==> config.mk <==
export PLATFORM = sky130hd
export DESIGN_NAME = mem_copy_engine
export DESIGN_NICKNAME = d
export VERILOG_FILES = /design/src/rtl/mem_copy_pkg.sv /design/src/rtl/mem_copy_engine.sv
export SDC_FILE = /design/constraint.sdc
export NUM_CORES = 1
export LEC_CHECK = 0
export ABC_AREA = 1
export ABC_CLOCK_PERIOD_IN_PS = 5700
export CAP_MARGIN = 20
export CORE_MARGIN = 2
export CORE_UTILIZATION = 30
export CTS_CLUSTER_SIZE = 25
export DETAILED_ROUTE_END_ITERATION = 6
export PLACE_DENSITY = 0.58
export SYNTH_ARGS = -nofsm -noshare
export SYNTH_HDL_FRONTEND = slang
export SYNTH_SLANG_ARGS = --single-unit
==> constraint.sdc <==
create_clock -name clk -period 5.7 [get_ports clk]
set_clock_uncertainty 0.05 [all_clocks]
set_input_delay 1.14 -clock clk [delete_from_list [all_inputs] [get_ports clk]]
set_output_delay 1.14 -clock clk [all_outputs]
set_load 0.005 [all_outputs]
==> src/rtl/mem_copy_pkg.sv <==
// Shared definitions for the memory copy engine.
package mem_copy_pkg;

    // Copy sequencer states
    typedef enum logic [1:0] {
        IDLE  = 2'd0,
        READ  = 2'd1,
        WRITE = 2'd2,
        DONE  = 2'd3
    } state_t;

    // Pointer stride: one 32-bit word in a byte-addressed memory
    localparam logic [31:0] WORD_BYTES = 32'd4;

endpackage

==> src/rtl/mem_copy_engine.sv <==
// Memory-port master that copies a block of 32-bit words from src to dst,
// one read cycle followed by one write cycle per word.
//
// state | meaning
// ------+-----------------------------------------------------------
// IDLE  | waiting for start; port quiet, adr/wdata hold last values
// READ  | mrd high, adr = src_ptr, rdata captured into data_reg
// WRITE | mwr high, adr = dst_ptr, wdata = data_reg
// DONE  | one-cycle done pulse, then back to IDLE
module mem_copy_engine
    import mem_copy_pkg::*;
#(
    parameter int CW = 16
) (
    input  logic          clk,
    input  logic          rst_n,
    input  logic          start,
    input  logic [31:0]   src_adr,
    input  logic [31:0]   dst_adr,
    input  logic [CW-1:0] n_words,
    output logic          busy,
    output logic          done,
    output logic [31:0]   adr,
    output logic          mrd,
    output logic          mwr,
    output logic [31:0]   wdata,
    input  logic [31:0]   rdata
);

    localparam logic [CW-1:0] ONE = {{(CW-1){1'b0}}, 1'b1};

    state_t        state;
    state_t        state_nxt;
    logic [31:0]   src_ptr;
    logic [31:0]   dst_ptr;
    logic [31:0]   data_reg;
    logic [31:0]   adr_hold;
    logic [CW-1:0] remaining;

    // State register
    always_ff @(posedge clk or negedge rst_n) begin
        if (!rst_n) begin
            state <= IDLE;
        end else begin
            state <= state_nxt;
        end
    end

    // Next-state and port control; outputs decode straight from state so
    // an asynchronous reset silences the port in the same instant
    always_comb begin
        state_nxt = state;
        busy      = 1'b0;
        done      = 1'b0;
        mrd       = 1'b0;
        mwr       = 1'b0;
        adr       = adr_hold;
        case (state)
            IDLE: begin
                if (start) begin
                    state_nxt = (n_words == '0) ? DONE : READ;
                end
            end
            READ: begin
                busy      = 1'b1;
                mrd       = 1'b1;
                adr       = src_ptr;
                state_nxt = WRITE;
            end
            WRITE: begin
                busy      = 1'b1;
                mwr       = 1'b1;
                adr       = dst_ptr;
                state_nxt = (remaining == ONE) ? DONE : READ;
            end
            DONE: begin
                busy      = 1'b1;
                done      = 1'b1;
                state_nxt = IDLE;
            end
            default: begin
                state_nxt = IDLE;
            end
        endcase
    end

    assign wdata = data_reg;

    // Pointers, word counter, data capture and the held address for idle
    always_ff @(posedge clk or negedge rst_n) begin
        if (!rst_n) begin
            src_ptr   <= '0;
            dst_ptr   <= '0;
            data_reg  <= '0;
            adr_hold  <= '0;
            remaining <= '0;
        end else begin
            case (state)
                IDLE: begin
                    if (start) begin
                        src_ptr   <= src_adr;
                        dst_ptr   <= dst_adr;
                        remaining <= n_words;
                        data_reg  <= '0;
                    end
                end
                READ: begin
                    data_reg <= rdata;
                    src_ptr  <= src_ptr + WORD_BYTES;
                    adr_hold <= src_ptr;
                end
                WRITE: begin
                    dst_ptr   <= dst_ptr + WORD_BYTES;
                    remaining <= remaining - ONE;
                    adr_hold  <= dst_ptr;
                end
                default: begin
                end
            endcase
        end
    end

endmodule

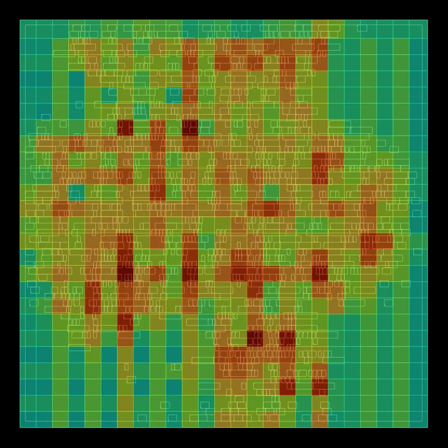
Fig. 1. Track usage over the die.
busiest grt layer: met2
detailed-route wire length per cell: 16.61 um
GR Util met1: 0.2600
Final Util: 0.3987
Global Route Usage Sum: 0.1905

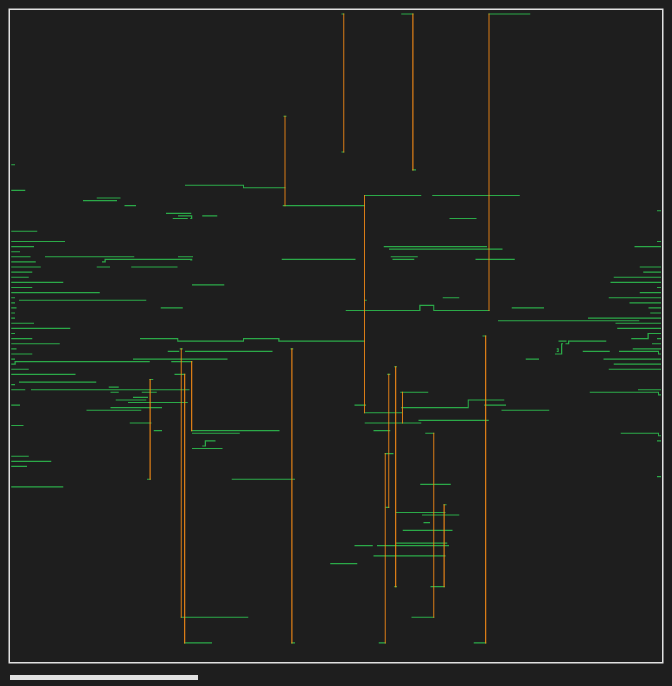
Fig. 2. Signal wires by layer.
Scale bar: 50 um. Only two layers are drawn.
Green shows M3, wire length 1,530 um. Orange shows M4, wire length 809 um.
drt total wl: 28,760 um
vias after detailed routing: 8,468

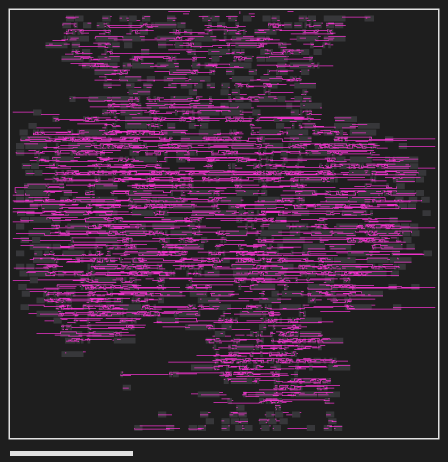
Fig. 3. Metal 1.
Scale bar: 50 um. Cells faint in the background.
The wires run mostly horizontal. The longest straight run is 46.5 um. The layer holds 45% of the routed length. 1,328 nets have wire on it. The layer carries 13,100 um of wire.

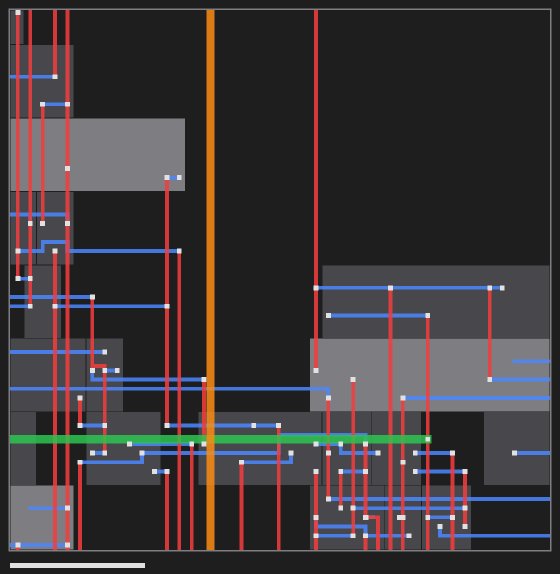
Fig. 4. Close-up of the layout.
Scale bar: 5 um. Region (120, 120) to (140, 140) um. Cells in grey, sequential cells in the stronger grey; small squares are vias.
Orange shows M4. Blue shows M1. Green shows M3. Red shows M2.
Most frequent: nand2_1 (3). 16 logic cells have their middle in the window. Sequential cells in the window: 2. Netlist names of flops here include `src_ptr` (2).

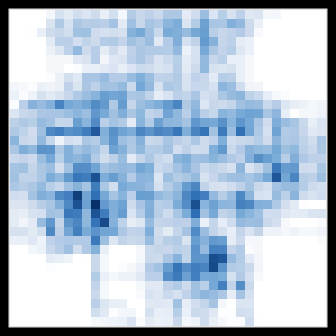
Fig. 5. Wire density map.
The die is cut into 35 by 35 equal tiles; white is low, dark blue is high, scaled to the fullest tile. Values are wire area over tile area, all layers added.
The mean over all tiles is 0.15. 23% of the tiles are nearly empty. 12% of the tiles are over half the peak. The fullest tile reaches 0.61.

==> results_dict.tcl <==
# yosys + openroad results
set metrics [dict create \
    p_seq_uw 2010 \
    yosysWarnings 0 \
    hold_class "reg2reg" \
    p_per_area_mw_per_mm2 555.8 \
    avgViaCountPerCell 4.889 \
    io_buffers 182 \
    ys_top_logic_family "simple AND/OR/NAND/NOR gates" \
    ys_ff 146 \
    top_cell "nand2_1" \
    drtPass1Iterations 5 \
    synth_area_mm2 0.008612 \
    fmax_ghz 0.2338 \
    combPwrFrac 0.496 \
    synth_cell_types 42 \
    num_rows 62 \
    timing.final.ws_setup_ns 1.423 \
    pwr-share-clk 0.185 \
    path_buffers 3 \
    peakVddDrop_v 0.0004673 \
    status "finished, final reports clean" \
    yosys_most_used_dff "dfrtp_1" \
    p_clk_uw 1170 \
    grt_pass1_vias 8114 \
    whs_ns 0.4204 \
    edf_count 0 \
    fp_util 0.3025 \
    gp_congestion 0.8578 \
    synthToLayoutAreaGrowth_pct 31.79 \
    intPower_uw 3547 \
    p_switching_uw 2761 \
    htree_levels 4 \
    max_cap_viol_count 0 \
    dp_cells 1699 \
    adder_share 0.01308 \
    io_pins 183 \
    yosys.area.top_type "dfrtp_1" \
    end_kind "primary output" \
    grt_max_degree 71 \
    synthCells 1181 \
    synth-compound-area-share 0.1151 \
    antenna_found_initial 0 \
    reg2reg_to "src_ptr[11]" \
    cp_slowest_stage_delay_ns 0.65 \
    overflow 0 \
    simple_gate_share 0.3682 \
    crit_path_end "adr[15]" \
    post-route-period-util 0.7504 \
    die_x_um 173.4 \
    yosysTopAreaCellShare 0.4242 \
    power.group.top "combinational cells" \
    clk_path_buf_depth 2 \
    finalSetupViolCount 0 \
    slowest_stage "ha_2" \
    grt_pass1_wl_um 45280 \
    drive_gt1_frac 0.07567 \
    cts_setup_buffers 0 \
    cts.sinks 146 \
    nNetsFinal 1459 \
    r2r_slack_ns 2.33 \
    drtAntennaViolNets 0 \
    tritoncts "built" \
    ys_top_cells_by_count "nand2_1, dfrtp_1, nand3_1, nor2_1, inv_1" \
    crit_required_ns 4.51 \
    dp_hpwl_um 20580 \
    fp.dieH_um 173.4 \
    syn_avg_cell_area_um2 7.292 \
    final_common_cell "nand2_1" \
    cts_buffers 17 \
    clk_latency_ns 0.43 \
    sequentialPowerShare 0.319 \
    period_needed_ns 4.277 \
    path_delay_family "buffers and inverters" \
    crit_start "state[0]" \
    final_hold_viol_count 0 \
    final_area_mm2 0.01135 \
    slew_viol_final 0 \
    ys_seq_frac 0.4242 \
    cp_num_cells 6 \
    crit_path_start_kind "register" \
    rsz0062_at_grt "no" \
    diodes 0 \
]
[state kept, by name, summed over array words and instances (netlist names)]
| name | flops |
|---|---|
| adr_hold | 32 |
| dst_ptr | 32 |
| src_ptr | 32 |
| wdata | 32 |
| remaining | 16 |
| state | 2 |
[per-layer routing]
metal	global-route usage	vias up	part of all wire	wire, um
met5	0	-	0	0
met4	0.06815	0	0.028	809
met3	0.03531	38	0.053	1534
met2	0.3022	251	0.46	13340
met1	0.2600	3982	0.45	13080
li1	-	4197	-	-
[area by class of cell]
type | count | area [um2]
Inverter | 86 | 322.8
Timing Repair Buffer | 192 | 1911
Tap cell | 384 | 480.5
Multi-Input combinational cell | 892 | 4378
Sequential cell | 146 | 3654
Fill cell | 2929 | 17120
Clock inverter | 13 | 151.4
Clock buffer | 19 | 452.9
Power and IR drop assume default switching activity.
